==> src/rtl/decode_ctrl_pipe_pkg.sv <==
`default_nettype none
// ============================================================================
// Module      : decode_ctrl_pipe_pkg
// Description : Shared opcode, load/store, RV32M and control-record
//               definitions for the registered decode controller.
// Revision    : 1.0 - initial release
// ============================================================================
package decode_ctrl_pipe_pkg;

    localparam logic [6:0] OPCODE_RTYPE = 7'b0110011;
    localparam logic [6:0] OPCODE_ITYPE = 7'b0010011;
    localparam logic [6:0] OPCODE_ILOAD = 7'b0000011;
    localparam logic [6:0] OPCODE_STYPE = 7'b0100011;
    localparam logic [6:0] OPCODE_BTYPE = 7'b1100011;
    localparam logic [6:0] OPCODE_UTYPE = 7'b0110111;
    localparam logic [6:0] OPCODE_AUIPC = 7'b0010111;
    localparam logic [6:0] OPCODE_JTYPE = 7'b1101111;
    localparam logic [6:0] OPCODE_IJALR = 7'b1100111;

    localparam logic [2:0] LOAD_DEF = 3'd0;
    localparam logic [2:0] LOAD_LB  = 3'd1;
    localparam logic [2:0] LOAD_LH  = 3'd2;
    localparam logic [2:0] LOAD_LW  = 3'd3;
    localparam logic [2:0] LOAD_LBU = 3'd4;
    localparam logic [2:0] LOAD_LHU = 3'd5;

    localparam logic [1:0] STORE_DEF = 2'd0;
    localparam logic [1:0] STORE_SB  = 2'd1;
    localparam logic [1:0] STORE_SH  = 2'd2;
    localparam logic [1:0] STORE_SW  = 2'd3;

    localparam logic [2:0] MD_MUL    = 3'b000;
    localparam logic [2:0] MD_MULH   = 3'b001;
    localparam logic [2:0] MD_MULHSU = 3'b010;
    localparam logic [2:0] MD_MULHU  = 3'b011;
    localparam logic [2:0] MD_DIV    = 3'b100;
    localparam logic [2:0] MD_DIVU   = 3'b101;
    localparam logic [2:0] MD_REM    = 3'b110;
    localparam logic [2:0] MD_REMU   = 3'b111;

    localparam logic [6:0] FUNCT7_BASE = 7'b0000000;
    localparam logic [6:0] FUNCT7_ALT  = 7'b0100000;
    localparam logic [6:0] FUNCT7_MEXT = 7'b0000001;

    typedef struct packed {
        logic       alu_src;
        logic       mem_write;
        logic [2:0] load_type;
        logic [1:0] store_type;
        logic       wb_load;
        logic       wb_reg_file;
        logic       is_muldiv;
        logic [2:0] md_op;
        logic [4:0] rd;
        logic [4:0] rs1;
        logic [4:0] rs2;
        logic       illegal;
    } ctrl_t;

    function automatic ctrl_t ctrl_reset();
        ctrl_t c;
        c            = '0;
        c.load_type  = LOAD_DEF;
        c.store_type = STORE_DEF;
        return c;
    endfunction

    // DIV, DIVU, REM and REMU all have funct3[2] set; the MUL group does not.
    function automatic logic is_div_op(input ctrl_t c);
        return c.is_muldiv & c.md_op[2];
    endfunction

endpackage
`default_nettype wire

==> src/rtl/decode_ctrl_comb.sv <==
`default_nettype none
// ============================================================================
// Module      : decode_ctrl_comb
// Description : Pure combinational RV32I/M decode into EX/MEM/WB control,
//               illegal-encoding detection and source-register usage.
// Revision    : 1.0 - initial release
// ============================================================================
module decode_ctrl_comb
    import decode_ctrl_pipe_pkg::*;
#(
    parameter int M_EXT = 1
) (
    input  logic [31:0] i_instr,
    output ctrl_t       o_ctrl,
    output logic        o_rs1_used,
    output logic        o_rs2_used
);

    logic [6:0] w_opcode;
    logic [2:0] w_funct3;
    logic [6:0] w_funct7;
    logic       w_illegal;
    logic       w_wb_en;
    ctrl_t      w_ctrl;

    assign w_opcode = i_instr[6:0];
    assign w_funct3 = i_instr[14:12];
    assign w_funct7 = i_instr[31:25];

    always_comb begin
        w_illegal         = 1'b0;
        w_wb_en           = 1'b0;
        w_ctrl            = ctrl_reset();
        w_ctrl.rd         = i_instr[11:7];
        w_ctrl.rs1        = i_instr[19:15];
        w_ctrl.rs2        = i_instr[24:20];
        case (w_opcode)
            OPCODE_RTYPE: begin
                w_wb_en = 1'b1;
                if ((w_funct7 == FUNCT7_MEXT) && (M_EXT != 0)) begin
                    w_ctrl.is_muldiv = 1'b1;
                    w_ctrl.md_op     = w_funct3;
                end else if ((w_funct7 != FUNCT7_BASE) && (w_funct7 != FUNCT7_ALT)) begin
                    w_illegal = 1'b1;
                end
            end
            OPCODE_ITYPE, OPCODE_IJALR, OPCODE_UTYPE, OPCODE_AUIPC: begin
                w_ctrl.alu_src = 1'b1;
                w_wb_en        = 1'b1;
            end
            OPCODE_ILOAD: begin
                w_ctrl.alu_src = 1'b1;
                w_ctrl.wb_load = 1'b1;
                w_wb_en        = 1'b1;
                case (w_funct3)
                    3'b000:  w_ctrl.load_type = LOAD_LB;
                    3'b001:  w_ctrl.load_type = LOAD_LH;
                    3'b010:  w_ctrl.load_type = LOAD_LW;
                    3'b100:  w_ctrl.load_type = LOAD_LBU;
                    3'b101:  w_ctrl.load_type = LOAD_LHU;
                    default: w_illegal        = 1'b1;
                endcase
            end
            OPCODE_STYPE: begin
                w_ctrl.alu_src   = 1'b1;
                w_ctrl.mem_write = 1'b1;
                case (w_funct3)
                    3'b000:  w_ctrl.store_type = STORE_SB;
                    3'b001:  w_ctrl.store_type = STORE_SH;
                    3'b010:  w_ctrl.store_type = STORE_SW;
                    default: w_illegal         = 1'b1;
                endcase
            end
            OPCODE_JTYPE: w_wb_en   = 1'b1;
            OPCODE_BTYPE: w_wb_en   = 1'b0;
            default:      w_illegal = 1'b1;
        endcase

        // An illegal entry still flows down the pipe but must have no side effects.
        if (w_illegal) begin
            w_ctrl.mem_write  = 1'b0;
            w_ctrl.wb_load    = 1'b0;
            w_ctrl.load_type  = LOAD_DEF;
            w_ctrl.store_type = STORE_DEF;
            w_ctrl.is_muldiv  = 1'b0;
            w_ctrl.md_op      = 3'b000;
        end
        w_ctrl.illegal     = w_illegal;
        w_ctrl.wb_reg_file = w_wb_en & ~w_illegal & (w_ctrl.rd != 5'd0);
    end

    assign o_ctrl     = w_ctrl;
    assign o_rs1_used = (w_opcode != OPCODE_UTYPE) && (w_opcode != OPCODE_AUIPC) &&
                        (w_opcode != OPCODE_JTYPE);
    assign o_rs2_used = (w_opcode == OPCODE_RTYPE) || (w_opcode == OPCODE_STYPE) ||
                        (w_opcode == OPCODE_BTYPE);

endmodule
`default_nettype wire

==> src/rtl/decode_ctrl_pipe.sv <==
`default_nettype none
// ============================================================================
// Module      : decode_ctrl_pipe
// Description : Registered ID/EX control stage with valid/ready handshake,
//               load-use stall (LOAD_USE_STALL_EN) and divider occupancy.
// Revision    : 1.0 - initial release
// ============================================================================
module decode_ctrl_pipe
    import decode_ctrl_pipe_pkg::*;
#(
    parameter int M_EXT      = 1,
    parameter int DIV_CYCLES = 33,
    parameter int CNT_W      = 6
) (
    input  logic        clk,
    input  logic        rst_n,
    input  logic        in_valid,
    output logic        in_ready,
    input  logic [31:0] instr,
    input  logic        flush,
    input  logic        ex_ready,
    output logic        out_valid,
    output logic        out_alu_src,
    output logic        out_mem_write,
    output logic [2:0]  out_load_type,
    output logic [1:0]  out_store_type,
    output logic        out_wb_load,
    output logic        out_wb_reg_file,
    output logic        out_is_muldiv,
    output logic [2:0]  out_md_op,
    output logic [4:0]  out_rd,
    output logic [4:0]  out_rs1,
    output logic [4:0]  out_rs2,
    output logic        out_illegal,
    output logic        md_busy
);

    localparam logic [CNT_W-1:0] c_DIV_LOAD = CNT_W'(DIV_CYCLES - 1);
    localparam logic [CNT_W-1:0] c_CNT_ONE  = CNT_W'(1);

    ctrl_t            w_dec;
    logic             w_rs1_used;
    logic             w_rs2_used;
    logic             w_hazard;
    logic             w_in_ready;
    logic             w_accept;
    logic             w_handoff;
    ctrl_t            r_ctrl;
    logic             r_valid;
    logic [CNT_W-1:0] r_cnt;

    decode_ctrl_comb #(
        .M_EXT (M_EXT)
    ) u_comb (
        .i_instr    (instr),
        .o_ctrl     (w_dec),
        .o_rs1_used (w_rs1_used),
        .o_rs2_used (w_rs2_used)
    );

`ifdef LOAD_USE_STALL_EN
    assign w_hazard = r_valid & r_ctrl.wb_load & (r_ctrl.rd != 5'd0) &
                      ((w_rs1_used & (w_dec.rs1 == r_ctrl.rd)) |
                       (w_rs2_used & (w_dec.rs2 == r_ctrl.rd)));
`else
    // An external hazard unit owns load-use stalls in this build.
    logic w_unused_rs;
    assign w_hazard    = 1'b0;
    assign w_unused_rs = w_rs1_used ^ w_rs2_used;
`endif

    assign md_busy    = (r_cnt != '0);
    assign w_in_ready = (~r_valid | ex_ready) & ~w_hazard & ~md_busy & ~flush;
    assign w_accept   = in_valid & w_in_ready;
    assign w_handoff  = r_valid & ex_ready;

    always_ff @(posedge clk) begin
        if (!rst_n) begin
            r_valid <= 1'b0;
            r_ctrl  <= ctrl_reset();
            r_cnt   <= '0;
        end else begin
            if (flush) begin
                r_valid <= 1'b0;
            end else if (ex_ready || !r_valid) begin
                r_valid <= w_accept;
                if (w_accept) begin
                    r_ctrl <= w_dec;
                end
            end

            // A handoff completing alongside a flush still starts the divider.
            if (w_handoff && is_div_op(r_ctrl)) begin
                r_cnt <= c_DIV_LOAD;
            end else if (r_cnt != '0) begin
                r_cnt <= r_cnt - c_CNT_ONE;
            end
        end
    end

    assign in_ready        = w_in_ready;
    assign out_valid       = r_valid;
    assign out_alu_src     = r_ctrl.alu_src;
    assign out_mem_write   = r_ctrl.mem_write;
    assign out_load_type   = r_ctrl.load_type;
    assign out_store_type  = r_ctrl.store_type;
    assign out_wb_load     = r_ctrl.wb_load;
    assign out_wb_reg_file = r_ctrl.wb_reg_file;
    assign out_is_muldiv   = r_ctrl.is_muldiv;
    assign out_md_op       = r_ctrl.md_op;
    assign out_rd          = r_ctrl.rd;
    assign out_rs1         = r_ctrl.rs1;
    assign out_rs2         = r_ctrl.rs2;
    assign out_illegal     = r_ctrl.illegal;

endmodule
`default_nettype wire

==> config.mk <==
export PLATFORM = sky130hd
export DESIGN_NAME = decode_ctrl_pipe
export DESIGN_NICKNAME = d
export VERILOG_FILES = /design/src/rtl/decode_ctrl_pipe_pkg.sv /design/src/rtl/decode_ctrl_comb.sv /design/src/rtl/decode_ctrl_pipe.sv
export SDC_FILE = /design/constraint.sdc
export NUM_CORES = 1
export LEC_CHECK = 0
export CORE_MARGIN = 2
export CORE_UTILIZATION = 42
export CTS_CLUSTER_DIAMETER = 80
export DETAILED_ROUTE_END_ITERATION = 10
export MAX_ROUTING_LAYER = met4
export PLACE_DENSITY = 0.9
export SLEW_MARGIN = 20
export SYNTH_ARGS = -nofsm -noshare
export SYNTH_HDL_FRONTEND = slang
export SYNTH_SLANG_ARGS = --single-unit
==> constraint.sdc <==
create_clock -name clk -period 2 [get_ports clk]
set_input_delay 0.2 -clock clk [delete_from_list [all_inputs] [get_ports clk]]
set_output_delay 0.2 -clock clk [all_outputs]
set_load 0.1 [all_outputs]
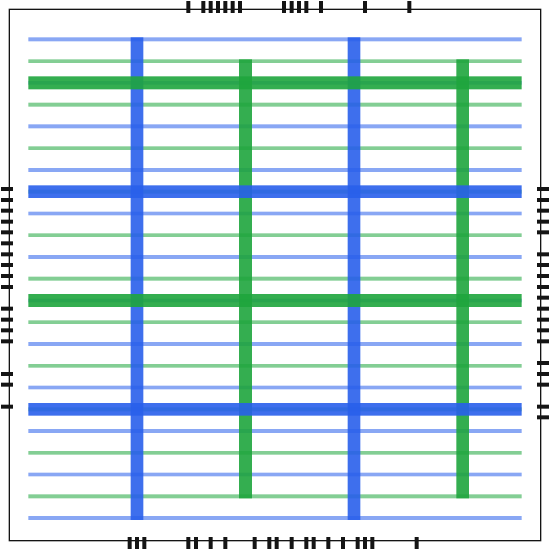
**Above:** floorplan with the power grid.
(8 px per um) Pins as bars on the die edge.
legend:
  VSS:
    color: blue
  VDD:
    color: green
met4 straps: 4
met5 straps: 4
rows: 22
met1 rails: 23
signal pins: 69
peak supply drop: 0.469 mV
Core Region: 0.00369 mm^2
Die Span X: 66.2 um
Die H: 66.2 um

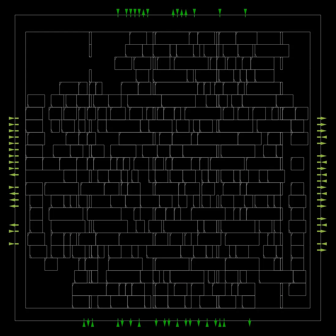
**Above:** cell placement.
FILL cells: 313
registers: 36

==> GITHUB_STEP_SUMMARY <==
## PnR job results

| Metric | Value |
|---|---|
| Diode count | 0 |
| HP Start | out_rs1[0] |
| Clock power frac | between 20% and 30% |
| DP Area | 0.00241 mm^2 |
| Max power group | combinational logic |
| WP data required | between 2 and 2.5 ns |
| Adder share | roughly 1.5% |
| RSZ-0062 raised after global routing | yes |
| Final setup TNS | 0 ns |
| Syn Nets | roughly 240 |
| Highest layer used for signal routing | met4 |
| Synth area leaders | dfxtp_1 44%, nand2_1 11%, a21boi_0 8.8% |
| Cells along the critical path | or3_4 > nor4_4 > nand2_1 > or4_1 > a21boi_1 |
| Worst-path clk slew | 0.07 ns |
| Crit share post-route | a little over nine tenths |
| Vias in the first global route | about 1.6k |
| Combinational power | about 1.4 mW |
| Reg power frac | 30.2% |
| Met2 Use GR | between 30% and 40% |
| P_int | 1.72 mW |
| Area Overhead vs Synth | 56.4% |
| Simple share | approximately 29% |
| Final Skew | 0.00243 ns |
| Status | completed |
| Leading area contributor after synthesis | dfxtp_1 |
| CP Class | reg -> reg |
| M1 GR Usage | roughly a quarter |
| Ys Warns | 0 |
| Num Clock Sinks | 36 |
| Tot Pwr | about 2.9 mW |
| Worst Tran Pin Value | slightly below 0.4 ns |
| Global-route met3 utilization | approximately 6% |
| Slowest-stage cell, CP | or4_1 |
| Initial Utilization | between 40% and 50% |
| CP Data Arrival Time | between 2 and 2.5 ns |
| Final Setup Violations | 0 |
| Pwr dens | ~1100 mW/mm^2 |
| WL final | between 4000 and 5000 um |
| Share of cells above drive strength 1 | 23.8% |
| Port-buffer cells | between 60 and 70 |
| Seq pwr | just under 0.9 mW |
| Postcts setup bufs | 0 |
| Yosys synthesis chip area | roughly 0.0016 mm^2 |
| Comb pwr share | 48.3% |
| I/O pin count | between 60 and 70 |
| Met3 WL | 292 um |
| All-layer global routing usage | 21.1% |
| Comb area leader | simple AND/OR/NAND/NOR gates |
| Most frequent logic cells in the routed design | 48 x nand2_1, 46 x buf_4, 36 x clkdlybuf4s50_1, 35 x dfxtp_1, 16 x a21boi_0 |
| CTS tree | built |
Yosys cell counts, types with 2 or more instances:
| cell type | number |
|---|---|
| nand2b_1 | 2 |
| clkbuf_1 | 6 |
| or4_1 | 3 |
| xnor2_1 | 5 |
| ha_1 | 2 |
| dfxtp_1 | 36 |
| a21o_1 | 2 |
| nor3_1 | 6 |
| o2bb2ai_1 | 2 |
| nand4_1 | 3 |
| nor2_1 | 15 |
| and2_1 | 2 |
| inv_1 | 4 |
| nand3_1 | 8 |
| a21oi_1 | 4 |
| a21boi_0 | 19 |
| buf_2 | 2 |
| nor2b_1 | 2 |
| nand2_1 | 48 |
| o21ai_0 | 9 |
| mux2_2 | 2 |
registers in the layout, summed over array words and instances (netlist names), 2 cells and up:
| signal | flops |
|---|---|
| out_load_type | 3 |
| out_md_op | 3 |
| out_rd | 5 |
| out_rs1 | 5 |
| out_rs2 | 5 |
| out_store_type | 2 |
| r_cnt | 6 |
worst min-delay path: stages, from the launching register on:
cell and delay, ns:
dfxtp_1 0.31, nand2_1 0.05, a21boi_1 0.05
per-stage QoR:
stage	hold WS (ns)	worst slack (ns)
6_report	0.458	0.0316
5_1_grt	0.484	-0.0377
2_1_floorplan	0.266	-0.850
3_5_place_dp	0.455	-0.0289
4_1_cts	0.463	0.0378
3_3_place_gp	0.443	0.0176
final timing paths:
path                                    end  slack [ns]  depth (start not counted)
worst max-delay path            out_alu_src        0.03                          5
worst min-delay path             out_rs1[0]        0.46                          2
worst max register to register  out_alu_src        0.03                          5
worst min register to register   out_rs1[0]        0.46                          2
cell type report:
cell class | count | area share [%]
multi-input cells | 148 | 33.6
repair buffers | 86 | 30.2
flip-flops and latches | 36 | 28.5
clock buffers | 8 | 4.77
well taps | 48 | 2.36
inverters | 4 | 0.590
No activity file was given, so power comes from the tool's default toggle rates.
